<file path="config.mk">
export PLATFORM = sky130hd
export DESIGN_NAME = led_scan_decoder
export DESIGN_NICKNAME = d
export VERILOG_FILES = /design/src/rtl/led_scan_decoder.sv
export SDC_FILE = /design/constraint.sdc
export NUM_CORES = 1
export LEC_CHECK = 0
export CORE_MARGIN = 8
export CORE_UTILIZATION = 44
export DETAILED_ROUTE_END_ITERATION = 8
export PLACE_DENSITY = 0.75
export SLEW_MARGIN = 20
export SYNTH_ARGS = -nofsm -noshare
export SYNTH_HDL_FRONTEND = slang
export SYNTH_SLANG_ARGS = --single-unit
</file>
<file path="constraint.sdc">
create_clock -name CLOCK_50 -period 8.05 [get_ports CLOCK_50]
set_input_delay 1.61 -clock CLOCK_50 [delete_from_list [all_inputs] [get_ports CLOCK_50]]
set_output_delay 1.61 -clock CLOCK_50 [all_outputs]
set_load 0.02 [all_outputs]
</file>
<file path="src/rtl/led_scan_decoder.sv">
// Decodes a one-hot LED scanner pattern into a tracked position and sweep direction.
// Flags illegal samples, reports end reversals, and counts errors and full sweeps.
module led_scan_decoder #(
    parameter int ERR_CNT_W = 8
) (
    input  logic                 CLOCK_50,
    input  logic                 reset,
    input  logic                 sample_en,
    input  logic [9:0]           LEDR_IN,
    output logic [3:0]           position,
    output logic                 pos_valid,
    output logic                 direction,
    output logic                 bounce,
    output logic                 error,
    output logic [ERR_CNT_W-1:0] error_count,
    output logic [ERR_CNT_W-1:0] sweep_count,
    output logic [1:0]           state
);

    typedef enum logic [1:0] {
        IDLE = 2'd0,
        SYNC = 2'd1,
        UP   = 2'd2,
        DOWN = 2'd3
    } state_t;

    state_t cur_state;
    state_t nxt_state;

    logic       one_hot;
    logic [3:0] idx;
    logic       same_step;
    logic       inc_step;
    logic       dec_step;
    logic       take;
    logic       fault;
    logic       reversal;
    logic       sweep_done;

    assign state = cur_state;

    // Sample interface: sample_en is a single-cycle strobe with no backpressure;
    // LEDR_IN is consumed on every rising edge where sample_en is high.
    assign one_hot = (LEDR_IN != 10'd0) && ((LEDR_IN & (LEDR_IN - 10'd1)) == 10'd0);

    always_comb begin
        idx = 4'd0;
        for (int i = 0; i < 10; i++) begin
            if (LEDR_IN[i]) begin
                idx = 4'(i);
            end
        end
    end

    assign same_step = (idx == position);
    assign inc_step  = (idx == position + 4'd1);
    assign dec_step  = (position != 4'd0) && (idx == position - 4'd1);

    always_comb begin
        nxt_state  = cur_state;
        take       = 1'b0;
        fault      = 1'b0;
        reversal   = 1'b0;
        sweep_done = 1'b0;
        if (!one_hot) begin
            fault = 1'b1;
        end else begin
            case (cur_state)
                IDLE: begin
                    take = 1'b1;
                    if (idx == 4'd0) begin
                        nxt_state = UP;
                    end else if (idx == 4'd9) begin
                        nxt_state = DOWN;
                    end else begin
                        nxt_state = SYNC;
                    end
                end
                SYNC: begin
                    if (same_step) begin
                        nxt_state = SYNC;
                    end else if (inc_step) begin
                        take      = 1'b1;
                        nxt_state = UP;
                    end else if (dec_step) begin
                        take      = 1'b1;
                        nxt_state = DOWN;
                    end else begin
                        fault = 1'b1;
                    end
                end
                UP: begin
                    if (same_step) begin
                        nxt_state = UP;
                    end else if (inc_step && position < 4'd9) begin
                        take = 1'b1;
                    end else if (position == 4'd9 && idx == 4'd8) begin
                        take      = 1'b1;
                        reversal  = 1'b1;
                        nxt_state = DOWN;
                    end else begin
                        fault = 1'b1;
                    end
                end
                DOWN: begin
                    if (same_step) begin
                        nxt_state = DOWN;
                    end else if (dec_step) begin
                        take = 1'b1;
                    end else if (position == 4'd0 && idx == 4'd1) begin
                        // Low-end reversal closes a full 0..9..0 sweep.
                        take       = 1'b1;
                        reversal   = 1'b1;
                        sweep_done = 1'b1;
                        nxt_state  = UP;
                    end else begin
                        fault = 1'b1;
                    end
                end
                default: fault = 1'b1;
            endcase
        end
        if (fault) begin
            nxt_state = IDLE;
            take      = 1'b0;
            reversal  = 1'b0;
        end
    end

    always_ff @(posedge CLOCK_50 or posedge reset) begin
        if (reset) begin
            cur_state   <= IDLE;
            position    <= 4'd0;
            pos_valid   <= 1'b0;
            direction   <= 1'b1;
            bounce      <= 1'b0;
            error       <= 1'b0;
            error_count <= '0;
            sweep_count <= '0;
        end else begin
            bounce <= 1'b0;
            error  <= 1'b0;
            if (sample_en) begin
                cur_state <= nxt_state;
                pos_valid <= !fault;
                bounce    <= reversal;
                error     <= fault;
                if (take) begin
                    position <= idx;
                end
                if (nxt_state == UP) begin
                    direction <= 1'b1;
                end else if (nxt_state == DOWN) begin
                    direction <= 1'b0;
                end
                if (fault && error_count != {ERR_CNT_W{1'b1}}) begin
                    error_count <= error_count + ERR_CNT_W'(1);
                end
                if (sweep_done) begin
                    sweep_count <= sweep_count + ERR_CNT_W'(1);
                end
            end
        end
    end

endmodule

</file>
==> results_tabular.tex <==
% Implementation results table
\begin{tabular}{lr}
\hline
Metric & Value \\
\hline
\multicolumn{2}{l}{\textbf{Final timing}} \\
Worst-Margin Slew & 894 ps \\
Max transition margin & 40.0\% \\
Clock Skews & 0.848 ps \\
Slew Limit Fails & 0 \\
Final worst path period need & 4420 ps \\
Total of endpoints with negative setup slack in the final report & 0 \\
\multicolumn{2}{l}{\textbf{Synth}} \\
Cell with the most instances after synthesis & dfrtp\_1 \\
Most frequent cells after synthesis & dfrtp\_1, nor2\_1, xnor2\_1, inv\_1 \\
Post-synthesis register bit count & 26 \\
Most common reg cell & dfrtp\_1 \\
Area reported by Yosys stat & 0.00189 mm² \\
Post-Synthesis Mean Instance Area & 9.78 µm² \\
Count of instantiated cells in the yosys netlist & 193 \\
Top area contributor share & 33.2\% \\
\multicolumn{2}{l}{\textbf{Worst setup path}} \\
Reg-to-reg startpoint & position[0] \\
Maximum fanout count along the critical path & 8 \\
CP peak stage delay & 630 ps \\
Total stage count of the critical path & 9 \\
Flop-to-flop setup slack & 4920 ps \\
Data required time at the worst endpoint & 8200 ps \\
\multicolumn{2}{l}{\textbf{Global route}} \\
Aggregate global routing overflow & 0 \\
\multicolumn{2}{l}{\textbf{Pwr}} \\
Power per standard cell area & 174 mW/mm² \\
\multicolumn{2}{l}{\textbf{Run}} \\
Number of violations of the max-capacitance limit & 0 \\
\multicolumn{2}{l}{\textbf{Floorplan}} \\
Die outline area & 0.00664 mm² \\
Chip Width & 81.5 µm \\
\multicolumn{2}{l}{\textbf{Clocking}} \\
CTS Buffer Depth & 2 \\
Clock tree from TritonCTS & built \\
Number of gates resized after CTS & 0 \\
Clock transition at the register clock pins on the worst setup and hold paths after CTS & 80 ps \\
TritonCTS buffer count & 3 \\
\multicolumn{2}{l}{\textbf{Run status}} \\
Run status & complete, no violations \\
\multicolumn{2}{l}{\textbf{Place}} \\
Sum of net half-perimeters after detailed placement & 3.39 mm \\
Pre-CTS WS & 3420 ps \\
\multicolumn{2}{l}{\textbf{Drt}} \\
First-iteration detailed-routing DRC count & 129 \\
\multicolumn{2}{l}{\textbf{Hold path}} \\
Tightest Hold Check Type & reg -> reg \\
\multicolumn{2}{l}{\textbf{Finish}} \\
Final antenna diode count & 0 \\
\hline
\end{tabular}
==> stage by stage <==
stage                     cells  power, mW  hold WS [ps]  utilization (%)  cell area (µm²)
final                       283      0.409           475             55.6             2350
after detailed placement    279      0.339           466             54.5             2310
after CTS                   283      0.412           485             55.6             2350
after floorplan             193      0.273           583                -             1890
after global routing        283      0.435           512             55.6             2350
after global placement      279      0.336           463             54.5             2310
==> area by class of cell <==
cell class	count	area share, %
Tap cell	52	2.77
Clock buffer	4	1.91
Multi-Input combinational cell	153	49.8
Sequential cell	26	27.7
Timing Repair Buffer	38	16.2
Inverter	10	1.60
==> cell usage in the layout, fill, tap and decap left out, types with 3 or more instances in the layout <==
| master | instances |
|---|---|
| dfrtp_1 | 25 |
| nand2_1 | 8 |
| nor2b_1 | 3 |
| nand4_1 | 5 |
| nor3_1 | 5 |
| a21oi_1 | 5 |
| clkbuf_8 | 3 |
| nor2_1 | 20 |
| and3_1 | 5 |
| o211ai_1 | 4 |
| o2111ai_1 | 5 |
| o21ai_0 | 8 |
| clkdlybuf4s50_1 | 38 |
| ha_1 | 5 |
| xnor2_1 | 16 |
| inv_1 | 9 |
| mux2_4 | 3 |
| nand3_1 | 4 |
| mux2i_1 | 4 |
| or3_1 | 3 |
==> kinds of logic (layout without fill, tap and decap cells) <==
kind of cell    Yosys count  in the layout  share of synthesized area [%]
xor+xnor                 20             20                           10.7
simple gates             71             71                           20.8
compound gates           47             47                           21.0
flops                    26             26                           34.5
buf+inv                  14             52                           3.32
fa+ha+maj                 6              6                           3.91
mux                       9              9                           5.70
==> worst min-delay path by stage <==
stage,to,slack (ps),depth (start not counted),from
final,sweep_count[7],470,1,sweep_count[7]
after global routing,sweep_count[7],510,1,sweep_count[7]
after CTS,sweep_count[7],480,1,sweep_count[7]
after detailed placement,sweep_count[7],470,1,sweep_count[7]
after global placement,sweep_count[7],460,1,sweep_count[7]
after floorplan,sweep_count[7],580,1,sweep_count[7]
==> state kept, by name, indices dropped and copies added (netlist names) <==
name and count:
bounce 1, direction 1, error 1, error_count 8, pos_valid 1, position 4
state 2, sweep_count 8
==> report_power, final <==
part	leakage [nW]	internal, mW	switching, mW	total [mW]
clock	0.0228	0.0353	0.0376	0.0729
sequential	0.335	0.150	0.0278	0.178
combinational	0.559	0.0796	0.0778	0.157
==> layer usage <==
metal | up-vias | GRT usage (%) | part of all wire [%]
met5 | - | 0 | 0
met4 | 0 | 1.07 | 0.44
met3 | 2 | 2.41 | 4.9
met2 | 49 | 22.1 | 49
met1 | 788 | 18.9 | 46
li1 | 794 | - | -
==> worst register-to-register path: cells and delay by family, from the launching register on <==
family	cells	cell delay, ps
multiplexers	1	330
flip-flops	1	580
buffers and inverters	1	90
AND-OR/OR-AND	3	800
adder cells (fa/ha/maj)	1	380
AND/OR/NAND/NOR	2	850
**Cell classes on the final placement**

Scale bar: 20 µm. Fill, decap, tap and diode cells in gray.
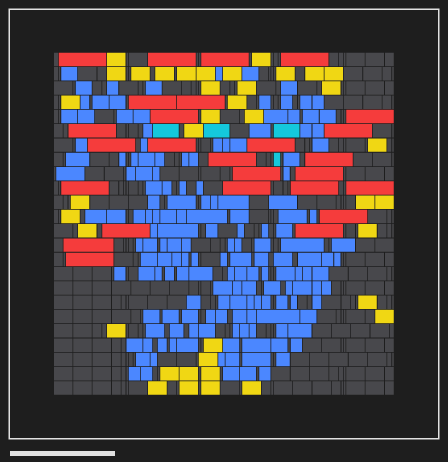
- remaining logic cells: blue (cells 163; share of their area 53%)
- registers: red (cells 26; share of their area 29%)
- remaining buffers and delay cells: yellow (cells 38; share of their area 17%)
- clock drivers and dummy loads: cyan (cells 4; share of their area 2.0%)
Design Area, Final: 0.00235 mm²
core area: 0.00423 mm²
row count: 24

**Track usage over the die**

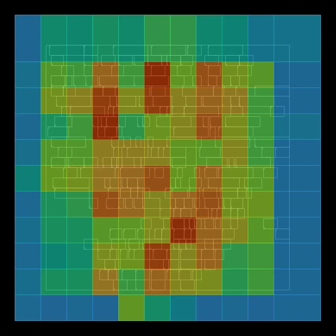
grt met2 use: 22.1%
met3 Use GR: 2.41%
final core utilization: 55.6%
average routed wire per standard cell: 15.4 µm
layer with the highest usage: met2

**Metal 1**

Supply wires on this layer in gray.
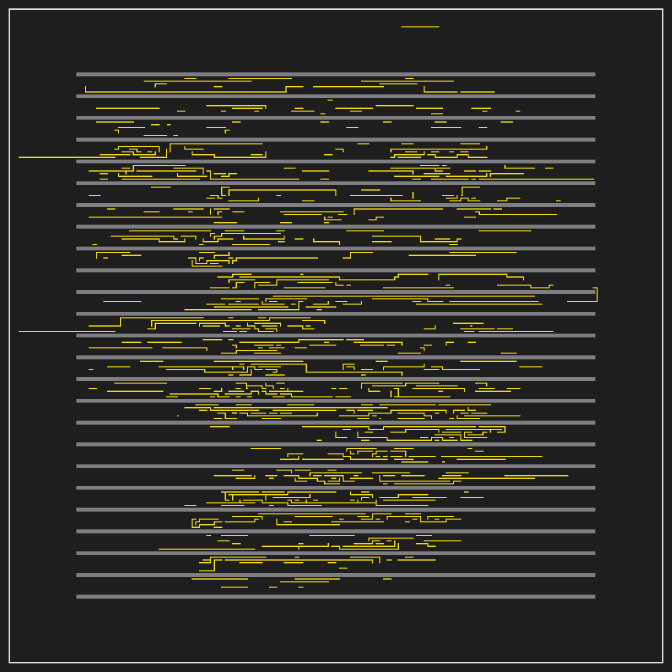
- wire length on this layer: 1990 µm
- share of all routed wire: 46%
- main direction: horizontal
- nets with wire on the layer: 227
met1 usage in global routing: 18.9%
aggregate routed wire length: 4.35 mm

**Local utilization**

8 x 8 tiles, from white (low) to dark blue (high), 0 to 100% covered.
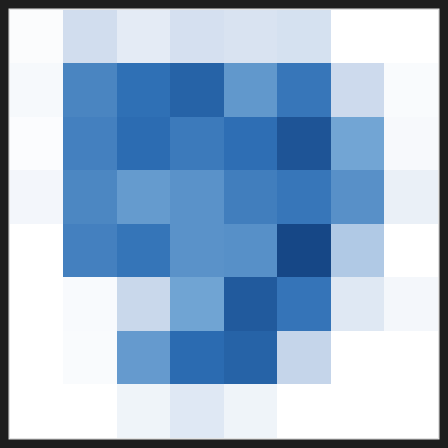
- fullest tile: 91%
- mean over tiles: 34%
- densest ninth of the die: center
- tiles over 75% full: 11%
Init Core Util: 44.6%

Power is estimated from default activity; no workload was simulated.
